===== config.mk =====
export PLATFORM = sky130hd
export DESIGN_NAME = mem_stage_responder_flat
export DESIGN_NICKNAME = d
export VERILOG_FILES = /design/src/rtl/mem_stage_responder_pkg.sv /design/src/rtl/mem_stage_responder_if.sv /design/src/rtl/mem_stage_responder_data_word_array.sv /design/src/rtl/mem_stage_responder.sv /design/src/flat_wrapper.sv
export SDC_FILE = /design/constraint.sdc
export NUM_CORES = 2
export LEC_CHECK = 0
export ABC_CLOCK_PERIOD_IN_PS = 6200
export CAP_MARGIN = 40
export CORE_UTILIZATION = 40
export CTS_CLUSTER_SIZE = 28
export DETAILED_ROUTE_END_ITERATION = 8
export PLACE_DENSITY = 0.61
export SLEW_MARGIN = 40
export SYNTH_ARGS = -nofsm -noshare
export SYNTH_HDL_FRONTEND = slang
export SYNTH_HIERARCHICAL = 1
export SYNTH_SLANG_ARGS = --single-unit

===== constraint.sdc =====
create_clock -name clk -period 6.2 [get_ports clk]
set_input_delay 1.86 -clock clk [delete_from_list [all_inputs] [get_ports clk]]
set_output_delay 1.86 -clock clk [all_outputs]
set_load 0.01 [all_outputs]

===== src/rtl/mem_stage_responder_pkg.sv =====
// Shared types and defaults for the multi-cycle MEM-stage data memory responder.
package mem_stage_responder_pkg;

   typedef enum logic [1:0] {
      IDLE = 2'd0,
      BUSY = 2'd1,
      DONE = 2'd2
   } state_t;

   localparam int WAIT_CYCLES_DEF = 4;
   localparam int BASE_ADDR_DEF   = 1024;
   localparam int DEPTH_DEF       = 64;

   // Bits needed for a down-counter that starts at n-1.
   function automatic int cnt_width(input int n);
      return (n <= 2) ? 1 : $clog2(n);
   endfunction

endpackage


===== src/rtl/mem_stage_responder_if.sv =====
// Request/response bus between the MEM stage (master) and the data memory responder (slave).
interface mem_stage_responder_if;

   logic        MEM_R_EN;
   logic        MEM_W_EN;
   logic [31:0] address;
   logic [31:0] ST_val;
   logic [31:0] read_data;
   logic        ready;
   logic        err;

   modport master (
      output MEM_R_EN, MEM_W_EN, address, ST_val,
      input  read_data, ready, err
   );

   modport slave (
      input  MEM_R_EN, MEM_W_EN, address, ST_val,
      output read_data, ready, err
   );

endinterface


===== src/rtl/mem_stage_responder_data_word_array.sv =====
// Unreset DEPTH x 32 word storage: synchronous write, combinational read at the same index.
module data_word_array #(
   parameter int DEPTH = 64,
   parameter int AW    = $clog2(DEPTH)
) (
   input  logic          clk,
   input  logic          we,
   input  logic [AW-1:0] idx,
   input  logic [31:0]   wdata,
   output logic [31:0]   rdata
);

   logic [31:0] words [DEPTH];

   always_ff @(posedge clk) begin
      if (we) words[idx] <= wdata;
   end

   assign rdata = words[idx];

endmodule


===== src/rtl/mem_stage_responder.sv =====
// Multi-cycle data memory for the MEM stage: captures one request in IDLE, waits WAIT_CYCLES
// in BUSY, performs the access on the last BUSY edge and reports data/err in DONE.
module mem_stage_responder
   import mem_stage_responder_pkg::*;
#(
   parameter int WAIT_CYCLES = WAIT_CYCLES_DEF,
   parameter int DEPTH       = DEPTH_DEF,
   parameter int BASE_ADDR   = BASE_ADDR_DEF
) (
   input  logic                  clk,
   input  logic                  rst,
   mem_stage_responder_if.slave  bus
);

   localparam int CW = cnt_width(WAIT_CYCLES);
   localparam int AW = $clog2(DEPTH);

   state_t         state, state_nx;
   logic [CW-1:0]  cnt;
   logic           cap_r, cap_w;
   logic [31:0]    cap_addr, cap_val;
   logic [31:0]    rd_q;
   logic           err_q;
   logic           ready_fsm;
   logic           req;
   logic           take;
   logic           acc;
   logic [31:0]    idx32;
   logic           bad;
   logic           we;
   logic [31:0]    rdata;

   assign req  = bus.MEM_R_EN | bus.MEM_W_EN;
   assign take = (state == IDLE) && req;
   assign acc  = (state == BUSY) && (cnt == '0);

   // Unsigned wrap below BASE_ADDR yields a huge index that fails the range test.
   assign idx32 = (cap_addr - 32'(BASE_ADDR)) >> 2;
   assign bad   = (idx32 >= 32'(DEPTH)) || (cap_addr[1:0] != 2'b00);
   assign we    = acc && cap_w && !bad;

   data_word_array #(.DEPTH(DEPTH), .AW(AW)) u_words (
      .clk   (clk),
      .we    (we),
      .idx   (idx32[AW-1:0]),
      .wdata (cap_val),
      .rdata (rdata)
   );

   always_comb begin
      state_nx  = state;
      ready_fsm = 1'b1;
      case (state)
         IDLE: begin
            ready_fsm = ~req;
            if (req) state_nx = BUSY;
         end
         BUSY: begin
            ready_fsm = 1'b0;
            if (cnt == '0) state_nx = DONE;
         end
         DONE:    state_nx = IDLE;
         default: state_nx = IDLE;
      endcase
   end

   always_ff @(posedge clk or negedge rst) begin
      if (!rst) begin
         state <= IDLE;
         cnt   <= '0;
         cap_r <= 1'b0;
         cap_w <= 1'b0;
         rd_q  <= '0;
         err_q <= 1'b0;
      end else begin
         state <= state_nx;
         if (take) begin
            cnt   <= CW'(WAIT_CYCLES - 1);
            cap_r <= bus.MEM_R_EN;
            cap_w <= bus.MEM_W_EN;
         end else if ((state == BUSY) && (cnt != '0)) begin
            cnt <= cnt - 1'b1;
         end
         err_q <= acc && (bad || (cap_r && cap_w));
         // Only a pure read touches read_data; writes and combined requests leave it alone.
         if (acc && cap_r && !cap_w) rd_q <= bad ? 32'd0 : rdata;
      end
   end

   always_ff @(posedge clk) begin
      if (take) begin
         cap_addr <= bus.address;
         cap_val  <= bus.ST_val;
      end
   end

   assign bus.ready     = ~rst | ready_fsm;
   assign bus.read_data = rd_q;
   assign bus.err       = err_q;

endmodule


===== src/flat_wrapper.sv =====
// flat-port wrapper written by rule: the top's interface ports become plain ports
module mem_stage_responder_flat import mem_stage_responder_pkg::*;
#(
   parameter int WAIT_CYCLES = WAIT_CYCLES_DEF,
   parameter int DEPTH       = DEPTH_DEF,
   parameter int BASE_ADDR   = BASE_ADDR_DEF
)
  (clk, rst, bus_MEM_R_EN, bus_MEM_W_EN, bus_address, bus_ST_val, bus_read_data, bus_ready, bus_err);
  mem_stage_responder_if bus_i ();
  input  logic clk;
  input  logic rst;
  input wire logic [$bits(bus_i.MEM_R_EN)-1:0] bus_MEM_R_EN;
  input wire logic [$bits(bus_i.MEM_W_EN)-1:0] bus_MEM_W_EN;
  input wire logic [$bits(bus_i.address)-1:0] bus_address;
  input wire logic [$bits(bus_i.ST_val)-1:0] bus_ST_val;
  output wire logic [$bits(bus_i.read_data)-1:0] bus_read_data;
  output wire logic [$bits(bus_i.ready)-1:0] bus_ready;
  output wire logic [$bits(bus_i.err)-1:0] bus_err;
  assign bus_i.MEM_R_EN = bus_MEM_R_EN;
  assign bus_i.MEM_W_EN = bus_MEM_W_EN;
  assign bus_i.address = bus_address;
  assign bus_i.ST_val = bus_ST_val;
  assign bus_read_data = bus_i.read_data;
  assign bus_ready = bus_i.ready;
  assign bus_err = bus_i.err;
  mem_stage_responder #(.WAIT_CYCLES(WAIT_CYCLES), .DEPTH(DEPTH), .BASE_ADDR(BASE_ADDR)) u_core (.clk(clk), .rst(rst), .bus(bus_i));
endmodule

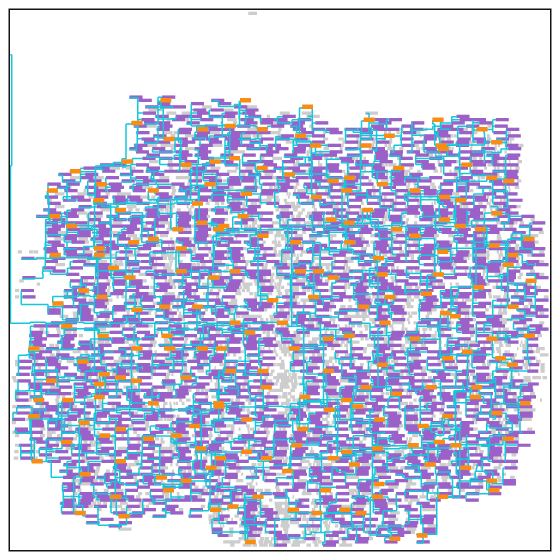
*Clock wires, drivers and flops*
[clock wires] cyan | length: 23.8 mm
[flip-flops] purple | count: 2151
[cells driving clock nets] orange | count: 208
routed clock nets	209

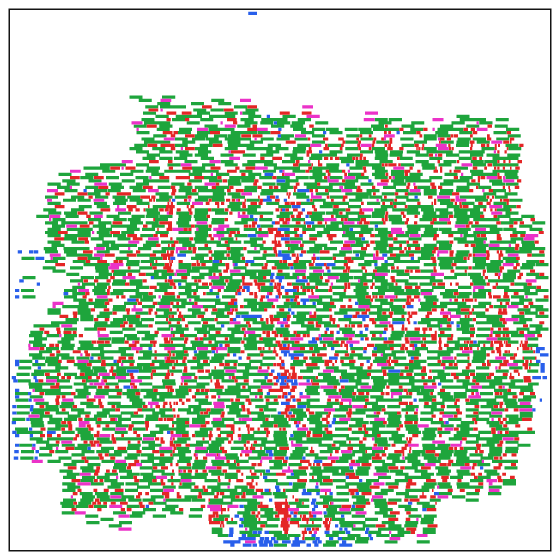
*Placed cells, one color a class*
class	color	cells
all other logic	red	2025
clock drivers and dummy loads	magenta	391
other buffers and delay cells	blue	325
flip-flops	green	2151

==> flow_summary.yaml <==
# yosys + openroad results
finish:
  layout.area.comb_um2: 17100
  clkCellAreaFrac_pct: 7.05
  buf_share_pct: 3.48
  ff_count: 2151
  area_growth_syn_to_layout_pct: 15.3
  layout.cells.most_common_list: "2112 x edfxtp_1, 260 x mux2i_1, 213 x clkbuf_16"
  comb_cells: 2016
final_timing:
  tns_ps: 0
  finalHoldViolCount: 0
  rsz0062_at_grt: "false"
critical_path:
  cpMostUsedCell: "clkdlybuf4s50_1"
  worstPathArrival_ps: 3320
  worst_setup_path_start_kind: "input pin"
  endpoint: "bus_ready"
  cp_max_fo: 3
  end_kind: "output pin"
drt:
  wl_met1_um: 90500
  route.met3.wl_um: 16800
  wl_met2_um: 106000
  first_pass_iters: 8
  vias: 45100
floorplanning:
  fp.coreArea_um2: 205000
  io_pins: 102
  initCoreUtil_pct: 40.2
  tap-cell-count: 2688
synthesis:
  async_flop_share_pct: 1.81
  ff_type: "edfxtp_1"
  yosys-top-cells-area: "edfxtp_1 77%, mux2i_1 3.2%, mux4_2 2.6%, mux2_2 2.0%, a221oi_1 1.9%"
  synth_top_cell_by_count: "edfxtp_1"
  synth_cell_types: 74
  syn_nets: 4557
  yosys.area.top_type_share_pct: 77.0
power:
  powerSeq_mw: 17.0
  p_seq_share_pct: 47.3
  power_frac_comb_pct: 17.9
  power_switching_mw: 9.99
clock_network:
  cts_resized: 0
  clk_path_buf_depth: 3
  path_clk_slew_ps: 60
global_routing:
  overflow: 0
  grt-busiest-layer: "met2"
  first_global_vias: 44000
run_status:
  status: "finished clean"
-- stage by stage --
stage / instances / setup WS, ps / hold slack (ps) / area [um2] / utilization [%]
floorplan: 4488 / 1790 / 475 / 82300 / -
global placement: 7166 / 1050 / 468 / 87700 / 42.9
detailed placement: 7183 / 1070 / 475 / 88100 / 43.1
CTS: 7574 / 1030 / 488 / 94800 / 46.3
global route: 7581 / 947 / 509 / 94900 / 46.4
finish: 7584 / 1020 / 478 / 94900 / 46.4
-- registers in the layout, indices dropped and copies added (netlist names) --
signal                cells
u_core/cap_val           32
u_core/cap_addr          32
u_core/state              2
u_core/bus.err            1
u_core/cap_r              1
u_core/cnt                2
u_core/u_words/words   2048
u_core/cap_w              1
u_core/bus.read_data     32
No activity file was given, so power comes from the tool's default toggle rates.
